<file path="src/rtl/nprime0_pkg.sv">
// Shared constants for the Montgomery precompute path: word width and the
// nprime0 solver state encoding decoded by the core and its benches.
package nprime0_pkg;

  localparam int unsigned DataWidth = 32;

  typedef enum logic [1:0] {
    StIdle = 2'd0,
    StIter = 2'd1,
    StDone = 2'd2
  } state_e;

endpackage

</file>
<file path="src/rtl/nprime0_calc.sv">
// Bit-serial solver for nprime0 = -n0^-1 mod 2^DATA_WIDTH, one result bit per clock.
// Even n0 has no inverse: err_even is raised and nprime0 is forced to zero.
module nprime0_calc
  import nprime0_pkg::*;
#(
  parameter int unsigned DATA_WIDTH = DataWidth
) (
  input  logic                  clk,
  input  logic                  reset,
  input  logic                  start,
  input  logic [DATA_WIDTH-1:0] n0_in,
  output logic                  busy,
  output logic                  done,
  output logic                  err_even,
  output logic [DATA_WIDTH-1:0] nprime0,
  output logic [1:0]            state
);

  localparam int unsigned KW = (DATA_WIDTH > 1) ? $clog2(DATA_WIDTH) : 1;
  localparam logic [KW-1:0] KLast = KW'(DATA_WIDTH - 1);

  state_e                state_q, state_d;
  logic [DATA_WIDTH-1:0] n0_q, n0_d;
  logic [DATA_WIDTH:0]   t_q, t_d;
  logic [DATA_WIDTH-1:0] y_q, y_d;
  logic [KW-1:0]         k_q, k_d;
  logic [DATA_WIDTH-1:0] nprime0_q, nprime0_d;
  logic                  err_even_q, err_even_d;
  logic [DATA_WIDTH:0]   sum;

  // One extra bit keeps the carry of t + n0 before the halving shift.
  assign sum = t_q + (t_q[0] ? {1'b0, n0_q} : '0);

  always_comb begin
    state_d    = state_q;
    n0_d       = n0_q;
    t_d        = t_q;
    y_d        = y_q;
    k_d        = k_q;
    nprime0_d  = nprime0_q;
    err_even_d = err_even_q;
    unique case (state_q)
      StIdle: begin
        if (start) begin
          if (n0_in[0]) begin
            n0_d       = n0_in;
            t_d        = {{DATA_WIDTH{1'b0}}, 1'b1};
            y_d        = '0;
            k_d        = '0;
            err_even_d = 1'b0;
            state_d    = StIter;
          end else begin
            err_even_d = 1'b1;
            nprime0_d  = '0;
            state_d    = StDone;
          end
        end
      end
      StIter: begin
        y_d[k_q] = t_q[0];
        t_d      = sum >> 1;
        if (k_q == KLast) begin
          nprime0_d = y_d;
          state_d   = StDone;
        end else begin
          k_d = k_q + KW'(1);
        end
      end
      StDone: state_d = StIdle;
      default: state_d = StIdle;
    endcase
  end

  always_ff @(posedge clk or posedge reset) begin
    if (reset) begin
      state_q    <= StIdle;
      n0_q       <= '0;
      t_q        <= '0;
      y_q        <= '0;
      k_q        <= '0;
      nprime0_q  <= '0;
      err_even_q <= 1'b0;
    end else begin
      state_q    <= state_d;
      n0_q       <= n0_d;
      t_q        <= t_d;
      y_q        <= y_d;
      k_q        <= k_d;
      nprime0_q  <= nprime0_d;
      err_even_q <= err_even_d;
    end
  end

  assign busy     = (state_q == StIter);
  assign done     = (state_q == StDone);
  assign err_even = err_even_q;
  assign nprime0  = nprime0_q;
  assign state    = state_q;

endmodule
</file>
<file path="config.mk">
export PLATFORM = sky130hd
export DESIGN_NAME = nprime0_calc
export DESIGN_NICKNAME = d
export VERILOG_FILES = /design/src/rtl/nprime0_pkg.sv /design/src/rtl/nprime0_calc.sv
export SDC_FILE = /design/constraint.sdc
export NUM_CORES = 1
export LEC_CHECK = 0
export ABC_AREA = 1
export CORE_AREA = 2 2 96 144
export CTS_CLUSTER_SIZE = 25
export DETAILED_ROUTE_END_ITERATION = 16
export DIE_AREA = 0 0 98 146
export PLACE_DENSITY = 0.85
export SLEW_MARGIN = 10
export SYNTH_ARGS = -nofsm -noshare
export SYNTH_HDL_FRONTEND = slang
export SYNTH_SLANG_ARGS = --single-unit
</file>
<file path="constraint.sdc">
create_clock -name clk -period 11.5 [get_ports clk]
set_input_delay 2.3 -clock clk [delete_from_list [all_inputs] [get_ports clk]]
set_output_delay 2.3 -clock clk [all_outputs]
set_load 0.02 [all_outputs]
</file>
Cells by drive strength:
Scale: 3 px per um.
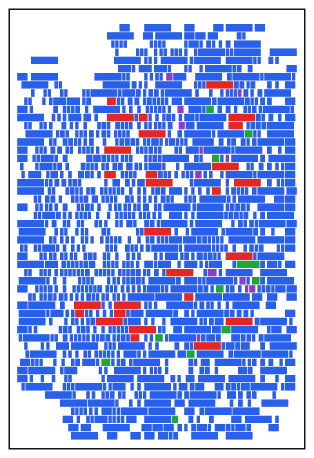
Key: _3 and _4 cells = green [cells 11, share 0.88%]; _6 and larger = red [cells 27, share 2.2%]; _0 and _1 cells = blue [cells 1194, share 96%]; _2 cells = purple [cells 12, share 0.96%]
Non-clock buffers: 75
Layout area overhead: 16.5%
fin worst setup slack: 6410 ps

I/O nets highlighted:
Scale: 2 px per um.
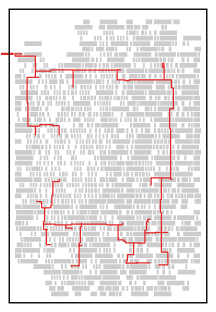
Key: busy = red [direction output, edge left, end cells 1, wire 498 um]
IO Port Bufs: 71
top-level I/O count: 72

==> results.cfg <==
; generated from flow reports
[cells_and_area]
comb_area_um2 = 3860
largest_class = logic gates
lay_top_cells = nand2_1 (484), inv_1 (167), dfrtp_1 (136)
final-nonclk-buf-share_pct = 7.86
comb_share_pct = 41.0
num_antenna_cells = 0
n_all_inverters = 173
fillCellCount = 1050
layout.comb_gates.multi_input = 828
fin_nets = 1303
clk_share_pct = 6.00
utilization_pct = 72.8
lay_top_count = nand2_1

[power]
finalPower_mw = 2.50
power_leader = combinational cells
p_clk_mw = 0.524
ir_drop_v = 0.000151
pg_comb_mw = 1.24
p_leak_nw = 5.27
switching_power_mw = 1.15
p_per_area_nw_per_um2 = 265
combPwrFrac_pct = 49.6
seq_power_share_pct = 29.5

[synthesis]
synth_cell_types = 28
postSynthAreaPerCell_um2 = 6.90
yosysWarnings = 0
synth_flops = 136
netlist_area_um2 = 8090
synthCells = 1173
postSynthSeqShare_pct = 42.1
yosysCellCount = 1173

[timing]
fin_crit_sh_pct = 44.2
setup_tns_ps = 0
clock_skew_ps = 10.1
whs_ps = 478
setup_viol = 0
finalCriticalPeriod_ps = 5090
maxSlewViolCount = 0
worstMarginPinSlew_ps = 1030
grt_setup_unrepaired = false

[floorplan]
rows = 51
fp-utilization_pct = 62.5
chip_area_um2 = 14300

[setup_path]
path_buffers = 3
worstSetupPathType = reg2out
cpMaxStageDelayCell = inv_2
arrival_ps = 2790
cp-startpoint = state[1]$_DFFE_PP0P_
required_ps = 9200
cp_max_fo = 38
critPathTopFamily = buffers and inverters
r2r-start = state[1]$_DFFE_PP0P_
start_kind = flop
cp_common_cell = inv_2

[clock_network]
hold_buffers = 0
cts_sinks = 136
clkSlewWorstSetupHoldPaths_ps = 60
cts_buffers = 17
postCtsSetupRepairBufs = 0
worstSkewPairLatency_ps = 420
cts_buffer_depth = 2
cts_root_buf = clkbuf_16
cts-htree-levels = 4

[detailed_routing]
drt-total-wl_um = 19700
drt_first_iter_violations = 426
via_per_inst = 5.42
dr.pass1.iters = 5
vias = 7603
drc = 0
detail-route-antenna-nets = 0

[grt]
overflow = 0
grt_pass1_vias = 7349
grt_util_all_layers_pct = 28.3

[placed_design]
dpl_cell_area_um2 = 8860
hpwl_um = 13800
dp_slack_ps = 6880

[job]
cap_violations = 0
warning_count = 29

[outcome]
status = finished clean
Pin map:
Scale: 3 px per um. Pins as bars across the die edge, other pins in grey.
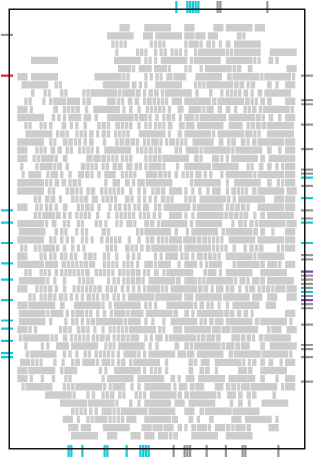
Key: state = purple [pins 2, direction output, edge right]; busy = red [pins 1, direction output, edge left]; n0_in = cyan [pins 32, direction input, edge 11 left, 10 bottom, 6 top, 5 right]
die height: 146 um
Die W: 98 um

Placed standard cells:
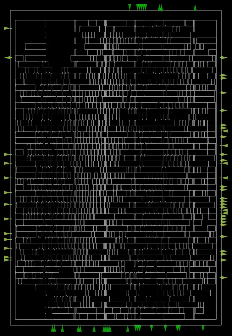
tap cells: 159
Seq area share: 36.1%
Post-Layout Cell Count: 1403
registers: 136
Core ar.: 13000 um^2

==> worst paths after layout <==
kind                                     endpoint  slack, ps  cells past startpoint
max                                          busy       6410                      4
min                           y_q[13]$_DFFE_PP0P_        480                      2
max reg2reg                nprime0[0]$_DFFE_PP0P_       8560                      7
min reg2reg                   y_q[13]$_DFFE_PP0P_        480                      2
max in group asynchronous      t_q[7]$_DFFE_PP0P_       7770                      3
min in group asynchronous  nprime0[0]$_DFFE_PP0P_       2470                      2
==> cell families after synthesis <==
family | Yosys count | synth area share (%)
buf+inv | 209 | 10.2
simple gates | 611 | 29.5
fa+ha+maj | 37 | 5.81
xor+xnor | 2 | 0.216
flops | 136 | 42.1
compound gates | 178 | 12.2
==> tightest hold or removal path, cell delays in order, from the launching register on <==
cell     delay, ps
dfrtp_1        340
nand2_1         50
nand2_1         60
==> per-layer routing <==
layer	global-route usage, %	routed length (um)
met4	16.0	991
met1	32.0	7590
met2	50.6	10200
met3	3.84	907
met5	0	0
==> sequential cells by signal, indices dropped and copies added, names as in the netlist <==
| register | cells |
|---|---|
| nprime0 | 32 |
| y_q | 32 |
| state | 2 |
| n0_q | 32 |
| k_q | 5 |
| t_q | 32 |
| err_even | 1 |
==> synthesized netlist by cell type, drive strengths merged <==
cell | n | area, um^2
or2 | 3 | 18.8
xnor2 | 2 | 17.5
a32o | 2 | 20.0
dfrtp | 136 | 3400
nor3 | 3 | 15.0
o21ai | 105 | 529
nand4 | 5 | 31.3
o21bai | 2 | 15.0
nand3 | 33 | 165
inv | 173 | 649
fa | 1 | 20.0
nor2 | 72 | 270
nand3b | 4 | 30.0
a31oi | 1 | 21.3
clkbuf | 20 | 76.3
and3 | 4 | 25.0
a21oi | 52 | 260
ha | 36 | 450
nand2 | 487 | 1830
o311ai | 16 | 140
buf | 16 | 101
